==> src/rtl/sysid_timeout_cnt.sv <==
// Clearable saturating 16-bit cycle counter; flags when the count equals LIMIT
// while counting is enabled.
module sysid_timeout_cnt #(
    parameter logic [15:0] LIMIT = 16'd255
) (
    input  logic clock,
    input  logic reset_n,
    input  logic clear,
    input  logic enable,
    output logic expired
);

    logic [15:0] count;

    always_ff @(posedge clock or negedge reset_n) begin
        if (!reset_n) begin
            count <= '0;
        end else if (clear) begin
            count <= '0;
        end else if (enable && (count != 16'hFFFF)) begin
            count <= count + 16'd1;
        end
    end

    // Gated by enable so a stale count left over in IDLE/DONE never reports.
    assign expired = enable && (count == LIMIT);

endmodule

==> config.mk <==
export PLATFORM = sky130hd
export DESIGN_NAME = sysid_timeout_cnt
export DESIGN_NICKNAME = d
export VERILOG_FILES = /design/src/rtl/sysid_timeout_cnt.sv
export SDC_FILE = /design/constraint.sdc
export NUM_CORES = 1
export LEC_CHECK = 0
export CAP_MARGIN = 25
export CORE_ASPECT_RATIO = 1.25
export CORE_MARGIN = 2
export CORE_UTILIZATION = 30
export DETAILED_ROUTE_END_ITERATION = 8
export GPL_ROUTABILITY_DRIVEN = 0
export PLACE_DENSITY = 0.49
export REMOVE_ABC_BUFFERS = 1
export SLEW_MARGIN = 20
export SYNTH_ARGS = -nofsm -noshare
export SYNTH_HDL_FRONTEND = slang
export SYNTH_SLANG_ARGS = --single-unit
==> constraint.sdc <==
create_clock -name clock -period 4.1 [get_ports clock]
set_input_delay 0.41 -clock clock [delete_from_list [all_inputs] [get_ports clock]]
set_output_delay 0.41 -clock clock [all_outputs]
set_load 0.02 [all_outputs]
Run 1, signal wires by layer:
Scale: 6 px per um. Two of the layers only.
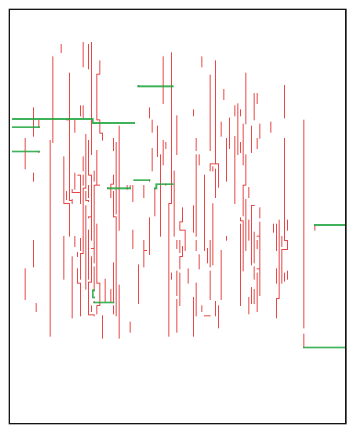
Key: green = M3 [wire length 61.7 um]; red = M2 [wire length 980 um]
WL/cell: 14.4 um
DR vias: 830
gr usage total: 0.120
drt total wl: 2.12 mm

Run 1, wires at chosen ports, followed through buffers:
Scale: 4 px per um.
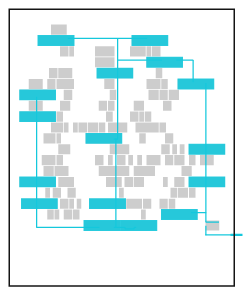
Key: cyan = reset_n [bits 1, direction input, edge east, end cells 16, wire 194 um]
# IOs: 5
Port Buffers: 4

==> Changelog: implementation, run 1 <==
### Implementation results

* Outcome: finished, final reports clean
* Remaining DRCs at 0
* HP Class: flop to flop
* Worst VDD drop at ~0.10 mV
* Hold Buf Count CTS at 0
* Top Registers: count (16)
* Worst hold slack at ~550 ps
* Crit-path leading delay family: buffers and inverters
* P_leak at 0.470 nW
* Startpoint types: input pin
* Die Y-Extent at between 60 and 70 um
* Vias in the first global route at 727
* Met3 Usage GRT at 0.0224
* Chip area at between 0.003 and 0.004 mm^2
* Overflow after GRT at 0
* Avg Synthesized Cell Area at between 9 and 10 um^2
* Final Hold Viols at 0
* Slowest-stage cell, CP: clkdlybuf4s50_1
* Clk sinks at 16
* P&R area growth vs syn at 11.0%
* Initial DRC Count at 17
* CP Max Fanout at 13
* Max reg flops at 16
* Mapped cell area at 0.00101 mm^2
* Insertion Delay late pin at between 200 and 300 ps
* Largest stage delay, worst path at just over 700 ps
* Placed instance count at ~140
* FMAX at 372 MHz
* CP Class: input pin to output pin
* CTS tree: done
* Critical path, cell by cell: clkdlybuf4s50_1 -> and2_1 -> nand4_4 -> nor2_1 -> clkdlybuf4s50_1
* CTS buffer count at 3
* Met2 Use GR at 0.190
* First-pass GRT wire length at 3.55 mm
* Pwr/cell area at around 290 mW/mm^2
* Layout cells sized above 1 at 0.127
* Vias per cell at ~5.6
* WP data arrival at around 2300 ps
* GR Layer Usage met1 at 0.161
* Routed Antenna Nets at 0
* Final net count at between 100 and 150
* Relative slew slack at 0.438
* CTS-repair resized insts at 0
* Max cap viols at 0
* Most numerous logic cells after layout: 16 x dfrtp_1, 9 x nor2_1, 8 x nand2_1, 8 x a21oi_1
* Clock slew seen by the registers of the worst setup and hold paths at ~60 ps
* Worst setup EP type: output pin
* Most flops, register: count
* Floorplan row count at 23
* Yosys cell count at approximately 110
* Tool Warnings at 25
* Core Area at 0.00322 mm^2
* Initial antenna violation count at 0
* Final Cycle Share at 0.656
* Pre-antenna DRT Iters at 4
* Area reported by Yosys stat at a little over 0.001 mm^2
* Post-route setup TNS at 0 ps
* CTS H-tree depth at 1
* CTS root buf: clkbuf_8
* Synth Seq Share at 0.397
* Crit path DRT at between 3000 and 4000 ps
* RSZ-0062 raised after global routing: false
* Clock Tree Buf Depth at 2
* Slew Limit Fails at 0
* Post-Syn Instances at 107
* CP bufs+invs at 2
* Die x size at about 56 um
* Distinct lib cells at 38
* Ys Warns at 0
* Fin Clk Skew at between 7 and 8 ps
* Most frequent CP cell: clkdlybuf4s50_1
* Ant diodes at 0
* FP Core Util at 0.313
* Post-CTS setup buffers at 0
* Slew @ Worst Pin at roughly 840 ps
* Detail Placement HPWL at 1.40 mm
* Final setup fails at 0
* Largest net degree at the start of global routing at 26
* Gr busiest metal: met2
* Min Tclk post-route at about 2700 ps
* Registers, synthesis at 16
Run 1, selected gate families:
Scale: 6 px per um.
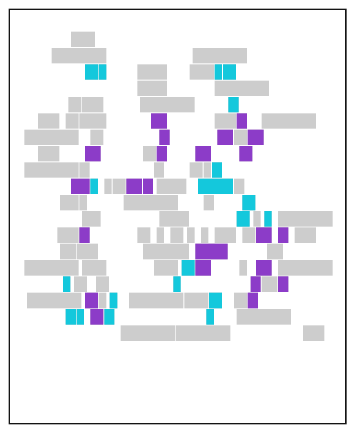
Key: cyan = nor cells [cells 20, most used nor2_1]; purple = aoi and oai cells [cells 23, most used a21oi_1]
Comb area share: 0.513
Top cell excl fill/tap: dfrtp_1
final std cells w/o fill: 147

Run 1, sizing map:
Scale: 6 px per um.
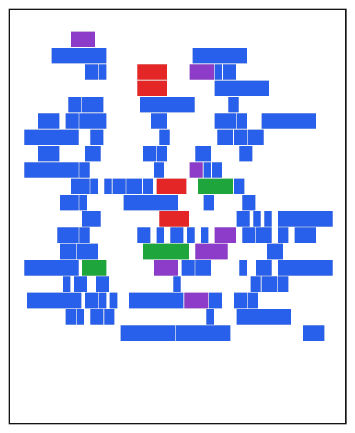
Key: purple = x2 [cells 7]; blue = x1 and smaller [cells 96]; red = x6 and larger [cells 4]; green = x3 and x4 [cells 3]
Final WS setup: 1410 ps
fin area: 0.00112 mm^2

-- run 1: power breakdown --
| group | total, mW | leakage [nW] | switching (mW) | internal [mW] |
|---|---|---|---|---|
| logic | 0.0182 | 0.219 | 0.0113 | 0.00693 |
| registers | 0.161 | 0.222 | 0.00175 | 0.160 |
| clock network | 0.145 | 0.0288 | 0.0592 | 0.0853 |
| total | 0.324 | 0.470 | 0.0722 | 0.252 |
-- run 1: layer usage --
layer	part of all wire	wire length, um
met2	0.46	979
met4	0.012	25
met5	0	0
met3	0.029	61
met1	0.50	1050
-- run 1: final timing paths --
path | from | to | slack [ps] | depth (start not counted)
max | enable | expired | 1410 | 5
min | count[7] | count[7] | 550 | 1
max reg2reg | count[8] | count[0] | 2190 | 4
min reg2reg | count[7] | count[7] | 550 | 1
max in group asynchronous | reset_n | count[1] | 3010 | 1
min in group asynchronous | reset_n | count[8] | 600 | 1
-- run 1: logic make-up after synthesis --
family                   count (synthesis)  synth area share
adder cells (fa/ha/maj)                  1            0.0124
multiplexers                             5            0.0546
AND-OR/OR-AND                           25             0.172
flip-flops                              16             0.397
AND/OR/NAND/NOR                         54             0.330
buffers and inverters                    6            0.0335
-- run 1: layout make-up --
| class | count | area, um^2 |
|---|---|---|
| fill | 335 | 2100 |
| multi-input combinational | 85 | 574 |
| sequential | 16 | 400 |
| clock buffer | 4 | 55.1 |
| tap | 37 | 46.3 |
| timing repair buffer | 4 | 40.0 |
| inverter | 1 | 3.75 |
-- run 1: per-stage QoR --
step,utilization,instance area (um^2),worst slack [ps],total power [mW]
after floorplan,-,978,2410,0.171
after global placement,0.330,1060,1460,0.183
after detailed placement,0.330,1060,1420,0.183
after CTS,0.347,1120,1410,0.328
after global routing,0.347,1120,1340,0.339
final,0.347,1120,1410,0.324
-- run 1: synth_stat cells --
master,number,area share
nand4_1,2,0.012
a21boi_0,2,0.015
nor4_1,2,0.012
inv_1,1,0.0037
ha_1,1,0.012
mux2i_1,1,0.0099
a311o_1,1,0.0099
mux2_2,4,0.045
nand4_4,1,0.021
nand2b_1,2,0.012
a211oi_1,5,0.037
clkbuf_1,3,0.011
and4_1,1,0.0087
and4_4,1,0.011
o31ai_1,2,0.015
buf_6,1,0.011
a211o_1,1,0.0087
and3_1,5,0.031
a2111oi_2,1,0.015
nand2_1,8,0.030
a31oi_1,3,0.019
or3_1,1,0.0062
nand3_2,1,0.0099
nand3_1,4,0.020
a21oi_1,8,0.040
o21ai_0,1,0.0050
nor2_1,9,0.033
o311ai_1,1,0.0087
dfrtp_1,16,0.40
nor3_4,1,0.016
or2_2,1,0.0062
nor2b_1,4,0.025
and4b_1,2,0.020
and2_1,2,0.012
or2b_1,1,0.0074
buf_4,1,0.0074
nor3_1,4,0.020
or4_1,2,0.015
==> run 2, diff against run 1 <==
Settings changed: PLACE_DENSITY 0.49 to 0.5.
Clock period 4.1 ns to 2.3 ns, I/O delays scaled along.
Run 2, selected gate families:
Scale: 6 px per um.
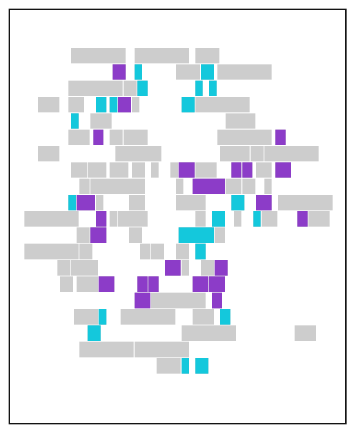
Comb area share: 0.503
final std cells w/o fill: 150

Run 2, sizing map:
Scale: 6 px per um.
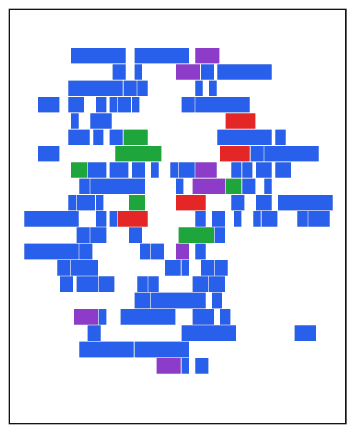
P&R area growth vs syn: 13.3%
nonclk buf count: 7

Run 2, wires at chosen ports, followed through buffers:
Scale: 4 px per um.
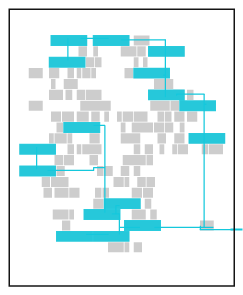
Key: cyan = reset_n [bits 1, direction input, edge east, end cells 16, wire 168 um]

==> Changelog: implementation, run 2 <==
### Implementation results

* R2R Path Start: count[0]
* FMAX at roughly 470 MHz
* Chip area at 0.00384 mm^2 (unchanged)
* Top cell excl fill/tap: dfrtp_1
* CTS-repair resized insts at 0 (unchanged)
* Slowest-stage cell, CP: clkdlybuf4s50_1
* First-pass GRT wire length at 3.94 mm (+11%)
* Distinct lib cells at 38 (unchanged)
* Remaining DRCs at 0 (unchanged)
* Post-CTS setup buffers at 0 (unchanged)
* Largest net degree at the start of global routing at 17 (-35%)
* Clock slew seen by the registers of the worst setup and hold paths at 70 ps (about the same)
* CP Depth at 4 (-1)
* Core Area at 0.00322 mm^2 (unchanged)
* Gr usage total at 0.135 (+0.0145)
* Max reg flops at 16 (unchanged)
* Yosys cell count at 107 (unchanged)
* Area reported by Yosys stat at 0.00101 mm^2 (unchanged)
* Final setup fails at 0 (unchanged)
* Largest stage delay, worst path at 610 ps (-100 ps)
* Most flops, register: count
* Outcome: finished, final reports clean
* FF-to-FF path depth at 4 (unchanged)
* Clock Tree Buf Depth at 2 (unchanged)
* Synth Seq Share at 0.397 (unchanged)
* CTS tree: done
* CTS root buf: clkbuf_8
* Die x size at 55.9 um (unchanged)
* Vias per cell at 5.82 (+3.1%)
* CP bufs+invs at 1 (-1)
* Clk sinks at 16 (unchanged)
* Tot Pwr at 0.582 mW (+80%)
* P_leak at 0.485 nW (+3.2%)
* WP data arrival at 1880 ps (-400 ps)
* Overflow after GRT at 0 (unchanged)
* Main area contributors: dfrtp_1 40%, mux2_2 4.5%, a21oi_1 4.0%
* Layout cells sized above 1 at 0.150 (+0.0232)
* Post-Syn Instances at 107 (unchanged)
* CP Class: flop to output pin
* Registers, synthesis at 16 (unchanged)
* Floorplan row count at 23 (unchanged)
* Final Hold Viols at 0 (unchanged)
* Ant diodes at 0 (unchanged)
* Mapped cell area at 0.00101 mm^2 (unchanged)
* Slew Limit Fails at 0 (unchanged)
* Vias in the first global route at 867 (+19%)
* Tool Warnings at 25 (unchanged)
* Relative slew slack at 0.490 (+0.0527)
* Routed Antenna Nets at 0 (unchanged)
* CTS buffer count at 3 (unchanged)
* Crit. Startpoint: count[5]
* Comb gate area at 574 um^2 (unchanged)
* Fillers at 334 (-0.30%)
* Die Y-Extent at 68.8 um (unchanged)
* Slew @ Worst Pin at 762 ps (-78.9 ps)
* Reg area at 400 um^2 (unchanged)
* CP Max Fanout at 7 (-6)
* Pre-antenna DRT Iters at 4 (unchanged)
* Crit-path leading delay family: buffers and inverters
* Fin Clk Skew at 1.68 ps (-5.74 ps)
* Initial DRC Count at 23 (+6)
* Min Tclk post-route at 2110 ps
* Cell types with the highest counts after synthesis: 16 x dfrtp_1, 9 x nor2_1, 8 x a21oi_1, 8 x nand2_1
* Final net count at 119 (+2.6%)
* Drt total wl at 2.18 mm (+3.0%)
* Max cap viols at 0 (unchanged)
* Crit path DRT at 2070 ps (-1620 ps)
* Max-area cell share at 0.397 (unchanged)
* Final Cycle Share at 0.916
## run 2: path summary, 6_finish.rpt
check | endpoint | slack, ps
max in group asynchronous | count[5] | 1400
max reg2reg | count[11] | 370
min in group clock | count[1] | 560
min reg2reg | count[1] | 560
max | expired | 190
min | count[14] | 420
## run 2: logic make-up (layout without fill, tap and decap cells)
family | after synthesis | in the layout | share of synthesized area
muxes | 5 | 5 | 0.0546
adders and majority gates | 1 | 1 | 0.0124
buffers and inverters | 6 | 12 | 0.0335
DFF | 16 | 16 | 0.397
and+or+nand+nor | 54 | 54 | 0.330
AOI/OAI and AO/OA | 25 | 25 | 0.172
## run 2: layer usage
metal / wire (um) / global-route usage / part of all wire / vias to the layer above
li1: - / - / - / 418
met2: 1070 / 0.231 / 0.49 / 17
met4: 34 / 0.0625 / 0.016 / 0
met3: 74 / 0.0410 / 0.034 / 4
met1: 997 / 0.157 / 0.46 / 434
met5: 0 / 0 / 0 / -
## run 2: stage by stage
stage          instances  utilization  hold WS (ps)  setup WS [ps]  cell area (um^2)
3_5_place_dp         146        0.337           552            259              1090
3_3_place_gp         146        0.337           550            287              1090
6_report             150        0.354           423            193              1140
2_1_floorplan        102            -         -65.6            607               978
4_1_cts              150        0.354           458            196              1140
5_1_grt              150        0.354           498           47.1              1140
## run 2: worst register-to-register path, delay by kind of cell (launching register included)
family,cells,cell delay [ps]
DFF,1,410
muxes,1,380
adders and majority gates,1,290
AOI/OAI and AO/OA,1,410
and+or+nand+nor,1,330
## run 2: report_power, final
group	switching (mW)	internal, mW	total, mW
sequential	0.00304	0.285	0.288
clock	0.107	0.152	0.259
combinational	0.0208	0.0145	0.0352
total	0.131	0.451	0.582
## run 2: area by class of cell
class / count / share of cell area
Sequential cell: 16 / 0.350
Clock buffer: 4 / 0.0482
Multi-Input combinational cell: 85 / 0.503
Inverter: 1 / 0.00329
Tap cell: 37 / 0.0405
Timing Repair Buffer: 7 / 0.0548
Power is estimated from default activity; no workload was simulated.
